==> images/placement_by_type.png <==
Drawn at 3 px/µm.
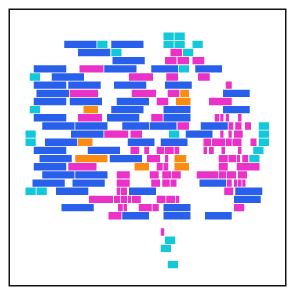
==> images/clk_routes.png <==
Drawn at 3 px/µm.
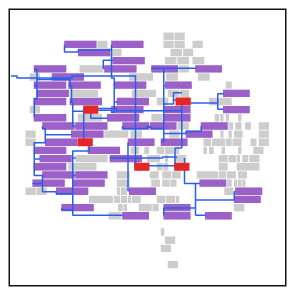
==> images/flops_by_reg.png <==
Drawn at 3 px/µm. Other sequential cells in the stronger grey, the rest of the logic in the fainter grey.
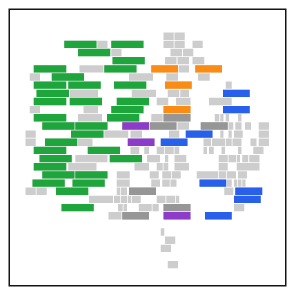
==> images/placement.png <==
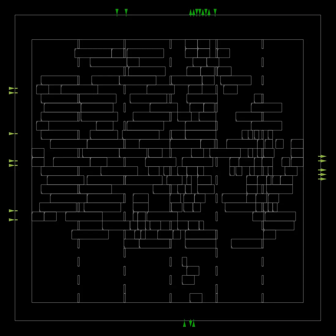
===== src/rtl/regop_pkg.sv =====
// Shared encodings and types for the register-operation command sequencer.
package regop_pkg;

  typedef enum logic [1:0] {
    OP_LOAD = 2'b00,
    OP_SHR  = 2'b01,
    OP_NOT  = 2'b10,
    OP_SHL  = 2'b11
  } op_t;

  typedef enum logic {
    IDLE = 1'b0,
    EXEC = 1'b1
  } state_t;

  // Widest repeat count a command record can carry; narrower counts are zero-extended.
  localparam int MAX_CNT_W = 8;
  localparam int DATA_W    = 4;

  typedef struct packed {
    op_t                  op;
    logic [MAX_CNT_W-1:0] cnt;
    logic [DATA_W-1:0]    data;
  } cmd_t;

endpackage


===== src/rtl/regop_cmd_fifo.sv =====
// Command queue: power-of-two depth, extra pointer bit distinguishes full from empty.
module regop_cmd_fifo #(
  parameter int DEPTH = 4,
  parameter int WIDTH = 8
) (
  input  logic             clk,
  input  logic             reset,
  input  logic             push,
  input  logic [WIDTH-1:0] wdata,
  input  logic             pop,
  output logic [WIDTH-1:0] rdata,
  output logic             full,
  output logic             empty
);

  localparam int AW = $clog2(DEPTH);

  logic [WIDTH-1:0] mem [DEPTH];
  logic [AW:0]      wr_ptr;
  logic [AW:0]      rd_ptr;
  logic             do_push;
  logic             do_pop;

  assign empty   = (wr_ptr == rd_ptr);
  assign full    = (wr_ptr[AW] != rd_ptr[AW]) && (wr_ptr[AW-1:0] == rd_ptr[AW-1:0]);
  // A push while full is refused even if a pop frees a slot in the same cycle.
  assign do_push = push && !full;
  assign do_pop  = pop && !empty;
  assign rdata   = mem[rd_ptr[AW-1:0]];

  always_ff @(posedge clk or posedge reset) begin
    if (reset) begin
      wr_ptr <= '0;
      rd_ptr <= '0;
    end else begin
      if (do_push) wr_ptr <= wr_ptr + 1'b1;
      if (do_pop)  rd_ptr <= rd_ptr + 1'b1;
    end
  end

  always_ff @(posedge clk) begin
    if (do_push) mem[wr_ptr[AW-1:0]] <= wdata;
  end

endmodule


===== src/rtl/regop_sequencer.sv =====
// Plays queued register commands into the downstream 4-bit register-ops stage,
// one operation per cycle, holding the register whenever nothing executes.
module regop_sequencer
  import regop_pkg::*;
#(
  parameter int FIFO_DEPTH = 4,
  parameter int CNT_W      = 2
) (
  input  logic             clk,
  input  logic             reset,
  input  logic             in_valid,
  output logic             in_ready,
  input  logic [1:0]       in_op,
  input  logic [CNT_W-1:0] in_cnt,
  input  logic [3:0]       in_data,
  input  logic [3:0]       reg_o,
  output logic [3:0]       reg_i,
  output logic [1:0]       reg_s,
  output logic             busy,
  output logic             done,
  output state_t           dbg_state
);

  // Handshake: a command transfers on any rising edge where in_valid and in_ready
  // are both high; in_ready is low while full and while reset is asserted.

  cmd_t                 cmd_in;
  cmd_t                 head;
  logic                 fifo_full;
  logic                 fifo_empty;
  logic                 pop;

  state_t               state_q, state_d;
  op_t                  op_q, op_d;
  logic [3:0]           data_q, data_d;
  logic [MAX_CNT_W-1:0] remaining_q, remaining_d;

  assign cmd_in.op   = op_t'(in_op);
  assign cmd_in.cnt  = MAX_CNT_W'(in_cnt);
  assign cmd_in.data = in_data;

  regop_cmd_fifo #(
    .DEPTH(FIFO_DEPTH),
    .WIDTH($bits(cmd_t))
  ) u_fifo (
    .clk   (clk),
    .reset (reset),
    .push  (in_valid),
    .wdata (cmd_in),
    .pop   (pop),
    .rdata (head),
    .full  (fifo_full),
    .empty (fifo_empty)
  );

  assign in_ready  = !reset && !fifo_full;
  assign busy      = (state_q == EXEC) || !fifo_empty;
  assign dbg_state = state_q;

  always_ff @(posedge clk or posedge reset) begin
    if (reset) begin
      state_q     <= IDLE;
      op_q        <= OP_LOAD;
      data_q      <= '0;
      remaining_q <= '0;
    end else begin
      state_q     <= state_d;
      op_q        <= op_d;
      data_q      <= data_d;
      remaining_q <= remaining_d;
    end
  end

  always_comb begin
    state_d     = state_q;
    op_d        = op_q;
    data_d      = data_q;
    remaining_d = remaining_q;
    pop         = 1'b0;
    done        = 1'b0;

    unique case (state_q)
      IDLE: begin
        if (!fifo_empty) begin
          pop     = 1'b1;
          state_d = EXEC;
        end
      end
      EXEC: begin
        if (remaining_q != '0) begin
          remaining_d = remaining_q - 1'b1;
        end else begin
          done = 1'b1;
          if (!fifo_empty) pop = 1'b1;
          else             state_d = IDLE;
        end
      end
      default: state_d = IDLE;
    endcase

    if (pop) begin
      op_d        = head.op;
      data_d      = head.data;
      remaining_d = (head.op == OP_LOAD) ? '0 : head.cnt;
    end
  end

  // Multi-cycle ops recirculate the register's own output.
  always_comb begin
    reg_s = OP_LOAD;
    reg_i = reg_o;
    if (state_q == EXEC) begin
      reg_s = op_q;
      if (op_q == OP_LOAD) reg_i = data_q;
    end
  end

endmodule


===== config.mk =====
export PLATFORM = sky130hd
export DESIGN_NAME = regop_sequencer
export DESIGN_NICKNAME = d
export VERILOG_FILES = /design/src/rtl/regop_pkg.sv /design/src/rtl/regop_cmd_fifo.sv /design/src/rtl/regop_sequencer.sv
export SDC_FILE = /design/constraint.sdc
export NUM_CORES = 1
export LEC_CHECK = 0
export ABC_CLOCK_PERIOD_IN_PS = 3800
export CORE_MARGIN = 5
export CORE_UTILIZATION = 35
export CTS_BUF_LIST = sky130_fd_sc_hd__clkbuf_4 sky130_fd_sc_hd__clkbuf_8 sky130_fd_sc_hd__clkbuf_16
export DETAILED_ROUTE_END_ITERATION = 8
export PLACE_DENSITY = 0.6
export SETUP_SLACK_MARGIN = 0.3
export SLEW_MARGIN = 15
export SYNTH_ARGS = -nofsm -noshare
export SYNTH_HDL_FRONTEND = slang
export SYNTH_SLANG_ARGS = --single-unit

===== constraint.sdc =====
create_clock -name clk -period 3.8 [get_ports clk]
set_input_delay 0.38 -clock clk [delete_from_list [all_inputs] [get_ports clk]]
set_output_delay 0.38 -clock clk [all_outputs]
set_load 0.02 [all_outputs]

==> impl_metrics.tcl <==
# place-and-route summary
set metrics [dict create \
    r2r_start "u_fifo.rd_ptr[0]" \
    p_per_area_nw_per_um2 778 \
    hold_depth 1 \
    fin_area_um2 2760 \
    mux_share 0.138 \
    ys_area_um2 2340 \
    worst_r2r_endpoint "u_fifo.mem[3][6]" \
    arrival_ps 2430 \
    via_count 1293 \
    synth_top_cell_by_count "edfxtp_1" \
    root_buffer "clkbuf_8" \
    fin_crit_ps 2810 \
    ant_nets 0 \
    dr_wl_met2_um 2160 \
    status "completed" \
    largest_area_cell "edfxtp_1" \
    ios 25 \
    slew_viol_final 0 \
    fp_util 0.364 \
    die_h_um 91.7 \
    crit_fanout 11 \
    grt_setup_unrepaired "no" \
    hold_class "reg -> reg" \
    cts.repair.resized 0 \
    yosys.area.top_type_share 0.411 \
    warnings 29 \
    met2_usage 0.177 \
    hpwlAfterDp_um 2910 \
    p_sw_uw 753 \
    grt_max_degree 22 \
    comb_area_um2 793 \
    ys_warn_count 0 \
    wl_met1_um 1760 \
    async_flop_share 0.396 \
    cts_setup_buffers 0 \
    fin_worst_skew_ps 4.19 \
    synthCells 144 \
    dp_slack_ps 1300 \
    synth-main-ff-cell "edfxtp_1" \
    drive_above_1_share 0.168 \
    wl_met3_um 151 \
    ys_ff 53 \
    clockNetworkAreaShare 0.0430 \
    logic_gates 81 \
    signal_buffers 24 \
    cp-start-kind "flop" \
    fin_util 0.430 \
    final_cell_mix "edfxtp_1 (32), clkdlybuf4s50_1 (24), dfrtp_1 (21)" \
    cts_buffers 5 \
    clkSlewWorstSetupHoldPaths_ps 90 \
    layout.cells.most_common "edfxtp_1" \
    setup_slack_ps 992 \
    common_cells "edfxtp_1 (32), dfrtp_1 (21), mux2_2 (11)" \
    compound_area_frac 0.0632 \
    grt_pass1_vias 1358 \
    finalCritPeriodShare 0.739 \
    whs_endpoint "u_fifo.wr_ptr[2]" \
    routedWlPerCell_um 16.4 \
    dieArea_um2 8410 \
    fp_nets 165 \
    place_area_um2 2640 \
    synth_seq_share 0.636 \
    synthTopLogicFamily "multiplexers" \
    avgSynthCellArea_um2 16.2 \
    worstHoldStart "u_fifo.wr_ptr[2]" \
    ff_latch_area_um2 1490 \
    nNetsFinal 193 \
    crit_path_end_kind "output pin" \
    cts_max_path_buffers 2 \
    cts-htree-levels 2 \
    flop-count 53 \
    grt_usage 0.105 \
    syn_area_um2 2340 \
    sh_comb_area 0.287 \
]
About placement_by_type.png:
| colour | class | cells |
|---|---|---|
| orange | clock drivers and dummy loads | 8 |
| blue | flops | 53 |
| cyan | other buffers and delay cells | 24 |
| magenta | combinational and other logic | 88 |

About clk_routes.png:
[purple] flip-flops | count: 53
[red] clock drivers | count: 5
[blue] clock wires | length: 583 µm
routed clock nets: 6
Late-Pin Clk Latency: 300 ps
clock power share: 0.181

About flops_by_reg.png:
| colour | signal | flops |
|---|---|---|
| green | u_fifo.mem | 32 |
| purple | u_fifo.rd_ptr | 3 |
| blue | remaining_q | 8 |
| orange | data_q | 4 |

About placement.png:
Taps Inserted: 77
core box area: 6420 µm²
Seq/total area: 0.538
std cell rows: 29
fin cells: 250

## power by group through the flow
stage               Sequential, µW  Combinational, µW  Clock, µW
finish                         969                790        390
global route                  1000                864        430
CTS                            973                800        405
detailed placement             985                794          0
global placement               975                772          0
floorplan                      903                651          0
## registers in the layout, indices dropped and copies added, names as in the netlist
signal	cells
data_q	4
dbg_state	1
u_fifo.rd_ptr	3
u_fifo.mem	32
u_fifo.wr_ptr	3
op_q	2
remaining_q	8
## critical path: stages (launching register included)
cell and delay [ps]:
dfrtp_1 740, xnor2_1 250, and3b_1 480, nand2_1 100, clkdlybuf4s50_1 550
No activity file was given, so power comes from the tool's default toggle rates.
